**config.mk**
```make
export PLATFORM = sky130hd
export DESIGN_NAME = ws2812_framebuf
export DESIGN_NICKNAME = d
export VERILOG_FILES = /design/src/rtl/ws2812_pkg.sv /design/src/rtl/ws2812_bank_ram.sv /design/src/rtl/ws2812_framebuf.sv
export SDC_FILE = /design/constraint.sdc
export NUM_CORES = 2
export LEC_CHECK = 0
export CAP_MARGIN = 20
export CELL_PAD_IN_SITES_DETAIL_PLACEMENT = 1
export CELL_PAD_IN_SITES_GLOBAL_PLACEMENT = 1
export CORE_AREA = 5 5 568 429
export CTS_CLUSTER_SIZE = 10
export DETAILED_ROUTE_END_ITERATION = 10
export DIE_AREA = 0 0 573 434
export PLACE_DENSITY = 0.71
export SLEW_MARGIN = 20
export SYNTH_ARGS = -nofsm -noshare
export SYNTH_HDL_FRONTEND = slang
export SYNTH_SLANG_ARGS = --single-unit
```
**constraint.sdc**
```tcl
create_clock -name clk -period 3.58 [get_ports clk]
set_clock_uncertainty 0.2 [all_clocks]
set_input_delay 0.895 -clock clk [delete_from_list [all_inputs] [get_ports clk]]
set_output_delay 0.895 -clock clk [all_outputs]
set_load 0.01 [all_outputs]
```
**src/rtl/ws2812_pkg.sv**
```systemverilog
// Shared encodings for the WS2812 frame buffer: FSM states and GRB colour constants.
package ws2812_pkg;

    typedef enum logic [1:0] {
        IDLE      = 2'd0,
        CLEAR     = 2'd1,
        SWAP_WAIT = 2'd2
    } fb_state_t;

    // Colours are raw GRB words, exactly as shifted out to the LED string.
    localparam logic [23:0] COLOR_BLACK      = 24'h000000;
    localparam logic [23:0] COLOR_TEST_RED   = 24'h00FF00;
    localparam logic [23:0] COLOR_TEST_GREEN = 24'hFF0000;
    localparam logic [23:0] COLOR_TEST_BLUE  = 24'h0000FF;
    localparam logic [23:0] COLOR_TEST_DIM   = 24'h0F0101;

endpackage

```
**src/rtl/ws2812_bank_ram.sv**
```systemverilog
// One pixel bank: simple dual-port RAM, single write port, registered read port.
module ws2812_bank_ram #(
    parameter int W_ADDR = 6,
    parameter int W_DATA = 24
) (
    input  logic              clk,
    input  logic              we,
    input  logic [W_ADDR-1:0] waddr,
    input  logic [W_DATA-1:0] wdata,
    input  logic              re,
    input  logic [W_ADDR-1:0] raddr,
    output logic [W_DATA-1:0] rdata
);

    localparam int DEPTH = 1 << W_ADDR;

    logic [W_DATA-1:0] mem [0:DEPTH-1];

    // No reset on the array or the read register so this maps onto block RAM.
    always_ff @(posedge clk) begin
        if (we) begin
            mem[waddr] <= wdata;
        end
        if (re) begin
            rdata <= mem[raddr];
        end
    end

endmodule

```
**src/rtl/ws2812_framebuf.sv**
```systemverilog
// Double-buffered WS2812 frame buffer: host fills the back bank, the LED driver
// reads the front bank, and banks exchange only in the latch gap between frames.
module ws2812_framebuf
    import ws2812_pkg::*;
#(
    parameter int W_ADDR = 6,
    parameter int W_DATA = 24
) (
    input  logic              clk,
    input  logic              rst_n,
    input  logic              wr_en,
    input  logic [W_ADDR-1:0] wr_addr,
    input  logic [W_DATA-1:0] wr_data,
    input  logic              clear_req,
    input  logic              swap_req,
    input  logic              frame_sync,
    output logic              busy,
    output logic              swap_ack,
    input  logic              rd_start,
    input  logic [W_ADDR-1:0] rd_addr,
    output logic [W_DATA-1:0] rd_data,
    output logic              rd_done
);

    localparam logic [W_ADDR-1:0] LAST_ADDR = '1;

    fb_state_t         state, state_nxt;
    logic              front;
    logic              swap_pend, swap_pend_nxt;
    logic              do_swap;
    logic [W_ADDR-1:0] clr_addr;

    logic              bank_we;
    logic [W_ADDR-1:0] bank_waddr;
    logic [W_DATA-1:0] bank_wdata;

    logic [1:0]        rd_sync;
    logic              rd_sync_q;
    logic              rd_req;
    logic              rd_p1, rd_p2;
    logic              rd_bank_p1, rd_bank_p2;
    logic [W_DATA-1:0] q0, q1;

    always_ff @(posedge clk or negedge rst_n) begin
        if (!rst_n) begin
            state     <= IDLE;
            swap_pend <= 1'b0;
            clr_addr  <= '0;
            front     <= 1'b0;
            swap_ack  <= 1'b0;
        end else begin
            state     <= state_nxt;
            swap_pend <= swap_pend_nxt;
            front     <= front ^ do_swap;
            swap_ack  <= do_swap;
            if (state == CLEAR) begin
                clr_addr <= clr_addr + 1'b1;
            end
        end
    end

    // A swap requested while clearing is parked in swap_pend and taken once the fill ends.
    always_comb begin
        state_nxt     = state;
        swap_pend_nxt = swap_pend;
        do_swap       = 1'b0;
        bank_we       = 1'b0;
        bank_waddr    = wr_addr;
        bank_wdata    = wr_data;
        case (state)
            IDLE: begin
                bank_we = wr_en;
                if (clear_req) begin
                    state_nxt     = CLEAR;
                    swap_pend_nxt = swap_req;
                end else if (swap_req) begin
                    state_nxt = SWAP_WAIT;
                end
            end
            CLEAR: begin
                bank_we    = 1'b1;
                bank_waddr = clr_addr;
                bank_wdata = W_DATA'(COLOR_BLACK);
                if (swap_req) begin
                    swap_pend_nxt = 1'b1;
                end
                if (clr_addr == LAST_ADDR) begin
                    state_nxt     = (swap_pend || swap_req) ? SWAP_WAIT : IDLE;
                    swap_pend_nxt = 1'b0;
                end
            end
            SWAP_WAIT: begin
                if (frame_sync) begin
                    do_swap   = 1'b1;
                    state_nxt = IDLE;
                end
            end
            default: state_nxt = IDLE;
        endcase
    end

    assign busy = (state != IDLE);

    // rd_req fires on the synchronized rising edge; the bank is frozen one cycle later.
    assign rd_req = rd_sync[1] & ~rd_sync_q;

    always_ff @(posedge clk or negedge rst_n) begin
        if (!rst_n) begin
            rd_sync    <= 2'b00;
            rd_sync_q  <= 1'b0;
            rd_p1      <= 1'b0;
            rd_p2      <= 1'b0;
            rd_bank_p1 <= 1'b0;
            rd_bank_p2 <= 1'b0;
            rd_done    <= 1'b0;
            rd_data    <= '0;
        end else begin
            rd_sync   <= {rd_sync[0], rd_start};
            rd_sync_q <= rd_sync[1];
            rd_p1     <= rd_req;
            rd_p2     <= rd_p1;
            rd_done   <= rd_p2;
            if (rd_req) begin
                rd_bank_p1 <= front;
            end
            rd_bank_p2 <= rd_bank_p1;
            if (rd_p2) begin
                rd_data <= rd_bank_p2 ? q1 : q0;
            end
        end
    end

    ws2812_bank_ram #(.W_ADDR(W_ADDR), .W_DATA(W_DATA)) u_bank0 (
        .clk   (clk),
        .we    (bank_we & front),
        .waddr (bank_waddr),
        .wdata (bank_wdata),
        .re    (rd_p1),
        .raddr (rd_addr),
        .rdata (q0)
    );

    ws2812_bank_ram #(.W_ADDR(W_ADDR), .W_DATA(W_DATA)) u_bank1 (
        .clk   (clk),
        .we    (bank_we & ~front),
        .waddr (bank_waddr),
        .wdata (bank_wdata),
        .re    (rd_p1),
        .raddr (rd_addr),
        .rdata (q1)
    );

endmodule

```
Fig. 1: power grid
Scale bar: 200 µm. Pins as bars on the die edge.
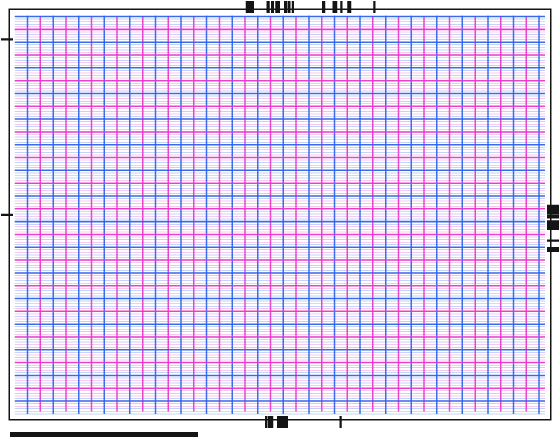
- VSS: blue
- VDD: magenta
- met4 straps: 41
- rows: 155
- signal pins: 70
- met5 straps: 31
- met1 rails: 156
maximum VDD drop: 0.0006184 V
die width: 573 µm

Fig. 2: placed cells, one colour a class
Scale bar: 200 µm.
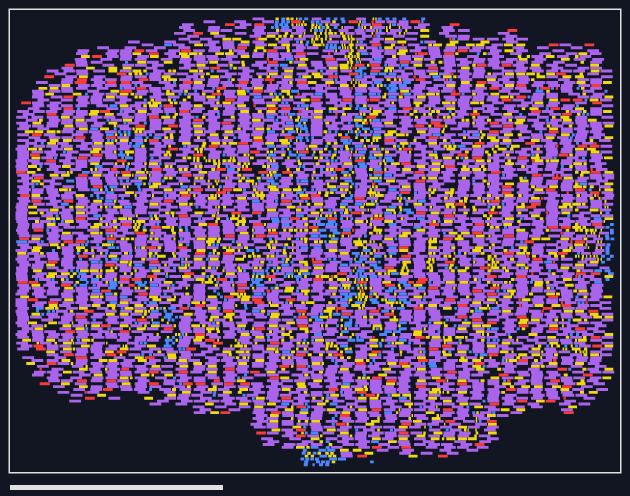
- all other logic: yellow (cells 1896)
- other buffers and delay cells: blue (cells 781)
- clock drivers and dummy loads: red (cells 441)
- flops: purple (cells 3163)

==> qor.yml <==
lay_top_count: "edfxtp_1"
fp_util_pct: 50.77
clock_path_buffers: 4
n_antenna_cell: 6
numCtsBuffers: 358
comb_area_share_pct: 17.21
grt_remaining_overflow: 0
signal_buffers: 781
signal_buffer_area_fraction_pct: 6.435
finalHoldViolCount: 0
max_freq_mhz: 293.1
viasPerCell: 6.738
design_area_um2: 141900
vias: 63516
dp_slack_ns: -0.6219
use_met2_pct: 44.19
wl_met3_um: 39030
simple_gate_share_pct: 1.392
reg.largest.list: "u_bank0.mem: 1536 flops, u_bank1.mem: 1536 flops"
drtPass1Iterations: 6
num-fill-cells: 19340
highest_layer: "met5"
flop_cell: "edfxtp_1"
taps: 3140
ys_sh_mux_pct: 15.10
ys_area_um2: 120400
placedCellCount: 8979
maxSlewViolCount: 0
gp_routability_congestion: 0.8435
max_stage_delay_ns: 0.54
cts_setup_buffers: 0
pg_clk_w: 0.0320
portBuffers: 69
clock_latency_ns: 0.91
numSequentialCells: 3163
postCtsResizedCells: 0
clock_area_share_pct: 6.784
synthesis.nets: 5412
worst_path_max_delay_cell: "mux4_2"
crit_type: "primary input to flop"
routedWlPerCell_um: 38.22
yosys_cells: 5368
synthCells: 5368
area_growth_pct: 17.84
hpwl_um: 222700
nets: 6244
r2r_setup_slack_ns: 0.36
outcome: "finished, final reports clean"
largestClassByArea: "sequential cells"
synth-xor-area-share_pct: 0.04364
drt_iter0_markers: 9403
yosys.cell_count.top_type: "edfxtp_1"
path_cells: "buf_16, buf_12, buf_4, mux4_2, mux2i_1, a221oi_1, a21oi_1, a221oi_1"
final_cell_mix: "3120 x edfxtp_1, 689 x mux4_2, 466 x buf_4"
r2r_end: "u_bank1.mem[20][8]"
crit_top_cell: "a221oi_1"
warnings: 54
power_density_nw_per_um2: 631.9
synthArstFlopShare_pct: 1.359
post-route-min-period_ns: 3.412
ys.flops: 3163
p_comb_share_pct: 13.3
cp.arrival_ns: 3.80
wirelength_met1_um: 140500
p_seq_w: 0.0457
slew_headroom_pct: 10.94
grt_util_met3_pct: 6.428
ys_seq_share_pct: 78.70
cp_num_cells: 8
crit_path_end_kind: "flop"
grt_pass1_vias: 65186
Fig. 3: clock wires, drivers and flops
Scale bar: 200 µm.
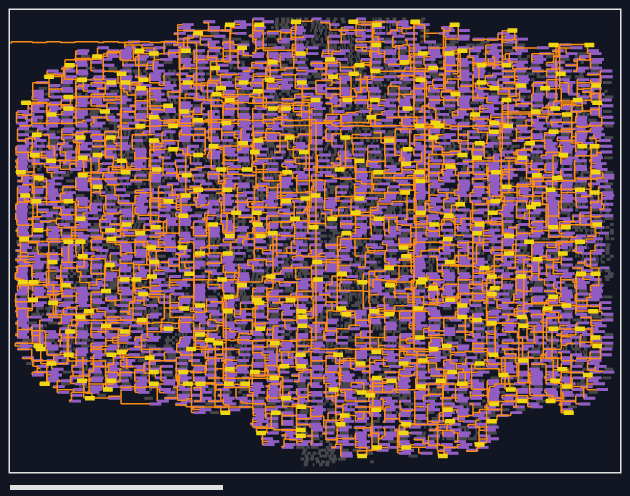
- clock wires: orange (length 37.4 mm)
- flip-flops: purple (count 3163)
- cells driving clock nets: yellow (count 358)
- routed clock nets: 359
- flops lie: all over the die

Fig. 4: metal layers overlaid
Two of the layers only.
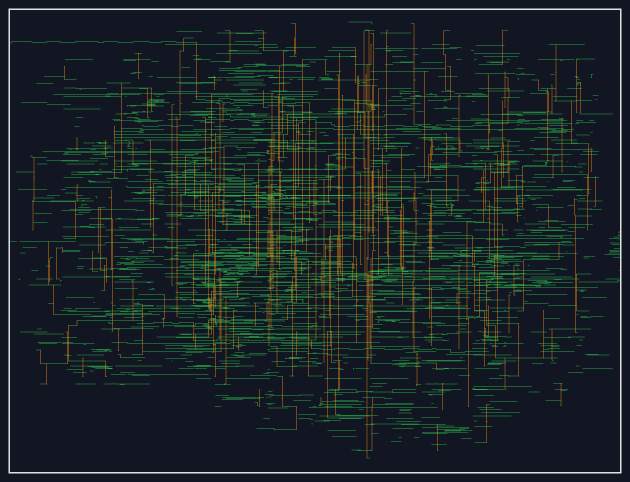
- met3: green (wire length 39.0 mm)
- met4: orange (wire length 14000 µm)

